$ cat config.mk
export PLATFORM = sky130hd
export DESIGN_NAME = float_divider_bf16
export DESIGN_NICKNAME = d
export VERILOG_FILES = /design/src/rtl/float_divider_bf16.sv
export SDC_FILE = /design/constraint.sdc
export NUM_CORES = 1
export LEC_CHECK = 0
export CAP_MARGIN = 10
export CORE_MARGIN = 2
export CORE_UTILIZATION = 61
export DETAILED_ROUTE_END_ITERATION = 10
export HOLD_SLACK_MARGIN = 0.08
export PLACE_DENSITY = 0.93
export SLEW_MARGIN = 20
export SYNTH_ARGS = -nofsm -noshare
export SYNTH_HDL_FRONTEND = slang
export SYNTH_SLANG_ARGS = --single-unit
$ cat constraint.sdc
create_clock -name clock -period 4.7 [get_ports clock]
set_input_delay 1.175 -clock clock [delete_from_list [all_inputs] [get_ports clock]]
set_output_delay 1.175 -clock clock [all_outputs]
set_load 0.005 [all_outputs]
$ cat src/rtl/float_divider_bf16.sv
// Sequential bfloat16 divider: y = a / b via a 9-step restoring shift-subtract loop,
// with valid/ready handshakes, round-to-nearest-even, wrapping 8-bit exponent.
module float_divider_bf16 #(
  parameter logic [7:0] BIAS = 8'd127,
  parameter int         ITER = 9
) (
  input  logic        clock,
  input  logic        reset_n,
  input  logic        in_valid,
  output logic        in_ready,
  input  logic [15:0] a,
  input  logic [15:0] b,
  output logic        out_valid,
  input  logic        out_ready,
  output logic [15:0] y
);

  typedef enum logic [2:0] {IDLE, NORM, DIV, ROUND, DONE} state_t;

  state_t            state;
  logic [15:0]       a_r, b_r;
  logic              sign, za, zb;
  logic [7:0]        exp;
  logic [8:0]        rem;
  // The integer quotient bit is always 1, so only the last ITER-1 bits are kept.
  logic [ITER-2:0]   q;
  logic [3:0]        cnt;

  logic [7:0] ma, mb, exp_base, rem_sub, mant_sum;
  logic       ge, rnd;

  always_comb begin
    ma       = {1'b1, a_r[6:0]};
    mb       = {1'b1, b_r[6:0]};
    exp_base = a_r[14:7] - b_r[14:7] + BIAS;
    ge       = (rem >= {1'b0, mb});
    // rem < 2*mb always holds, so rem - mb fits in 8 bits whenever ge is set.
    rem_sub  = rem[7:0] - mb;
    rnd      = q[0] & ((rem != 9'd0) | q[1]);
    mant_sum = {1'b0, q[7:1]} + {7'd0, rnd};
  end

  always_ff @(posedge clock or negedge reset_n) begin
    if (!reset_n) begin
      state     <= IDLE;
      in_ready  <= 1'b1;
      out_valid <= 1'b0;
      y         <= 16'h0000;
      a_r       <= 16'h0000;
      b_r       <= 16'h0000;
      sign      <= 1'b0;
      za        <= 1'b0;
      zb        <= 1'b0;
      exp       <= 8'h00;
      rem       <= 9'h000;
      q         <= '0;
      cnt       <= 4'd0;
    end else begin
      case (state)
        IDLE: begin
          if (in_valid) begin
            a_r      <= a;
            b_r      <= b;
            in_ready <= 1'b0;
            state    <= NORM;
          end
        end
        NORM: begin
          sign <= a_r[15] ^ b_r[15];
          za   <= (a_r[14:0] == 15'd0);
          zb   <= (b_r[14:0] == 15'd0);
          if (ma < mb) begin
            rem <= {ma, 1'b0};
            exp <= exp_base - 8'd1;
          end else begin
            rem <= {1'b0, ma};
            exp <= exp_base;
          end
          q     <= '0;
          cnt   <= 4'(ITER - 1);
          state <= DIV;
        end
        DIV: begin
          rem <= ge ? {rem_sub, 1'b0} : {rem[7:0], 1'b0};
          q   <= {q[ITER-3:0], ge};
          cnt <= cnt - 4'd1;
          if (cnt == 4'd0) state <= ROUND;
        end
        ROUND: begin
          if (zb)      y <= {sign, 8'hFF, 7'h00};
          else if (za) y <= {sign, 15'h0000};
          else         y <= {sign, exp + {7'd0, mant_sum[7]}, mant_sum[6:0]};
          out_valid <= 1'b1;
          state     <= DONE;
        end
        DONE: begin
          if (out_ready) begin
            out_valid <= 1'b0;
            in_ready  <= 1'b1;
            state     <= IDLE;
          end
        end
        default: state <= IDLE;
      endcase
    end
  end

endmodule

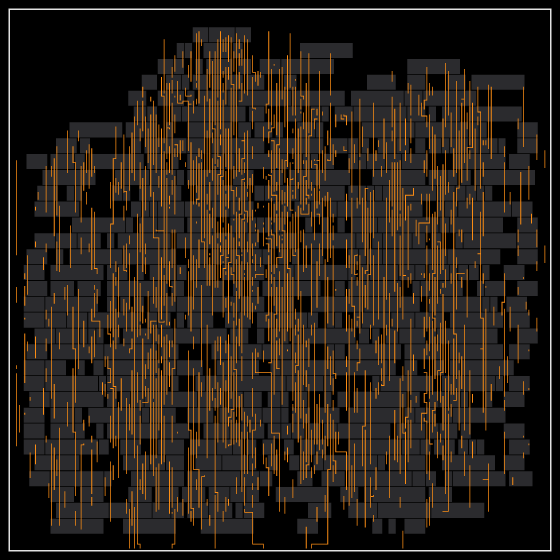
(signal wires on met2)
nets with wire on the layer: 538
main direction: vertical
wire length on this layer: 5340 um

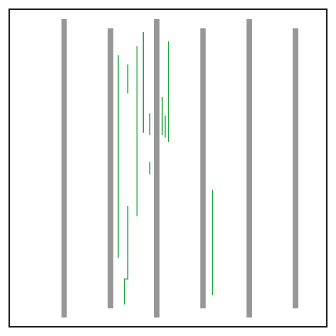
(the metal 4 layer)
Supply wires on this layer in grey.
nets with wire on the layer: 10
main direction: vertical

==> qor.yml <==
status: "complete, no violations"
fillerInstances: 536
min_from: "y[3]"
reg2reg_to: "exp[7]"
tightest_slew_ns: 0.974
yosys_cells: 493
crit_arrival_ns: 3.10
startpoint: "a_r[8]"
synth_top_area_share_pct: 43.9
p_comb_share_pct: 58.4
rsz0062_at_grt: "false"
reg2reg_slack_ns: 1.90
common_cells: "dfrtp_1, nand2_1, o21ai_0, ha_1, nor2_1"
antenna_found_initial: 0
power_frac_clock_pct: 12.9
worst_ir_drop_vdd_mv: 0.377
min_to: "y[3]"
synth_cell_types: 57
synth-compound-area-share_pct: 18.3
placed_area_sq_um: 5380
syn-cell-area_sq_um: 4790
worstPathMaxFanout: 4
rows: 32
ys.flops: 85
critPathCapture: "exp[7]"
vias: 3979
ys_sh_mux_pct: 4.91
grt_util_met1_pct: 36.6
xor_share_pct: 4.02
fp.coreArea_sq_um: 7690
p_int_w: 0.00273
fp_util_pct: 62.4
numPortBuffers: 53
ys_top_logic_family: "AND-OR/OR-AND gates"
design_area_sq_um: 5630
cts_buffers: 9
drt_pre_antenna_iters: 5
grt_usage_pct: 27.6
yosysWarnings: 0
cp.required_ns: 5.00
root_buffer: "clkbuf_8"
largest_area_cell: "dfrtp_1"
crit_family: "adder cells"
synthSimpleGateAreaFrac_pct: 15.6
wl_met2_um: 5340
timing_worst_setup_path_type: "reg2reg"
grt_use_met3_pct: 5.04
ys_top_cells_by_area: "dfrtp_1, ha_1, o21ai_0, mux2_2, nand2_1"
clk_latency_ns: 0.37
setup.worst_path.start_class: "register"
wl_um: 10900
synthAdderAreaFrac_pct: 9.19
slew_viol_final: 0
yosys_most_used_dff: "dfrtp_1"
grt_start_max_net_pins: 86
edf_count: 0
areaGrowthSynthToFinish_pct: 17.4
reg2reg_depth: 9
ys_seq_share_pct: 44.4
cpMaxStageDelayCell: "or4_1"
n_antenna_cell: 0
end_kind: "register"
grt.overflow.total: 0
drive_gt1_share_pct: 9.17
synthCells: 493
fmax_mhz: 357
dp_cells: 631
yosysMostFrequentCell: "dfrtp_1"
post_cts_buffers: 0
cts.repair.resized: 0
die_x_um: 92.6
dieArea_sq_um: 8580
cts_tree: "done"
clockBufferDepth: 2
clk_pin_slew_ns: 0.09
yosys-stat-area_sq_um: 4790
hold_depth: 2
crit_buf_inv: 0
drtIter0Drc: 319
met1Wirelength_um: 4740
hold_viol: 0
clock-sinks: 85
via_per_inst: 6.15
p_seq_share_pct: 28.7
grt_use_met2_pct: 45.3
place_congestion: 0.851
hold_class: "reg2reg"
cp.depth: 9
relSlewSlack_pct: 34.9
path_cells: "ha_1 > ha_1 > fa_1 > a21o_1 > a21oi_1 > xnor2_1 > or2_1 > or4_1 > nand3_1"
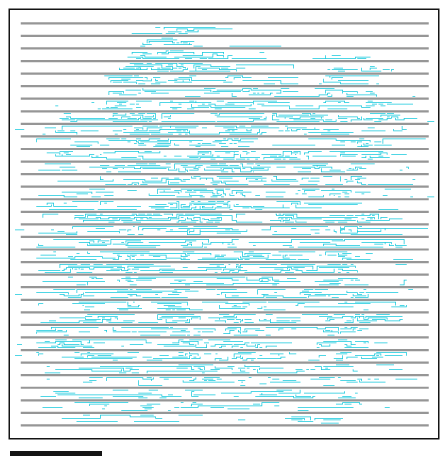
(the metal 1 layer)
Scale bar: 20 um. Supply wires on this layer in grey.
nets with wire on the layer: 541
longest straight run: 23.0 um

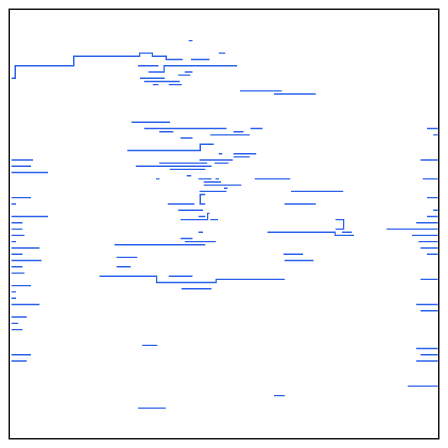
(the metal 3 layer)
nets with wire on the layer: 88
main direction: horizontal
wire length on this layer: 581 um
longest straight run: 19.3 um

power by group through the flow:
stage                     clock network, W  registers, W  logic [W]
after global placement                   0       0.00140    0.00269
after detailed placement                 0       0.00143    0.00282
after global routing              0.000685       0.00147    0.00322
after floorplan                          0       0.00131    0.00223
final                             0.000641       0.00143    0.00291
after CTS                         0.000643       0.00142    0.00287
tightest hold or removal path, cell delays in order (launching register included):
cell and delay (ns):
dfrtp_1 0.35, nand2_1 0.04, o21ai_0 0.06
cells in the final DEF, fill, tap and decap left out, drive strengths merged, types with 4 or more instances in the layout:
cell           instances
o21ai                 58
nand2                 55
ha                    32
or2                    4
and3                   8
mux2                  20
nand4                  5
a31oi                  7
dfrtp                 84
inv                   25
clkdlybuf4s50         52
a211oi                 7
xnor2                 14
nor2                  30
a21oi                 20
o21a                  10
o31a                   4
nor4                   8
a22o                   7
nor3                   9
xor2                   8
clkbuf                10
nand3                 19
layout make-up:
cell class                 instances  area (sq um)  area share, %
clock buffer                      10           138           2.45
clock inverter                     6           109           1.93
inverter                          25          93.8           1.67
multi-input combinational        366          2500           44.4
sequential                        85          2130           37.8
tap                              102           128           2.27
timing repair buffer              53           532           9.45
per-stage QoR:
| stage | util (%) | total power [W] | worst slack, ns |
|---|---|---|---|
| 3_5_place_dp | 70.0 | 0.00425 | 1.62 |
| 5_1_grt | 73.2 | 0.00538 | 1.80 |
| 4_1_cts | 73.2 | 0.00493 | 1.90 |
| 2_1_floorplan | - | 0.00355 | 2.16 |
| 3_3_place_gp | 70.0 | 0.00409 | 1.65 |
| 6_report | 73.2 | 0.00498 | 1.90 |
sequential cells by signal, indices dropped and copies added (netlist names):
signal and flops:
a_r 16, b_r 16, y 16, rem 9, exp 8, q 8
cnt 4, state 3, in_ready 1, out_valid 1, sign 1, za 1
zb 1
No activity file was given, so power comes from the tool's default toggle rates.
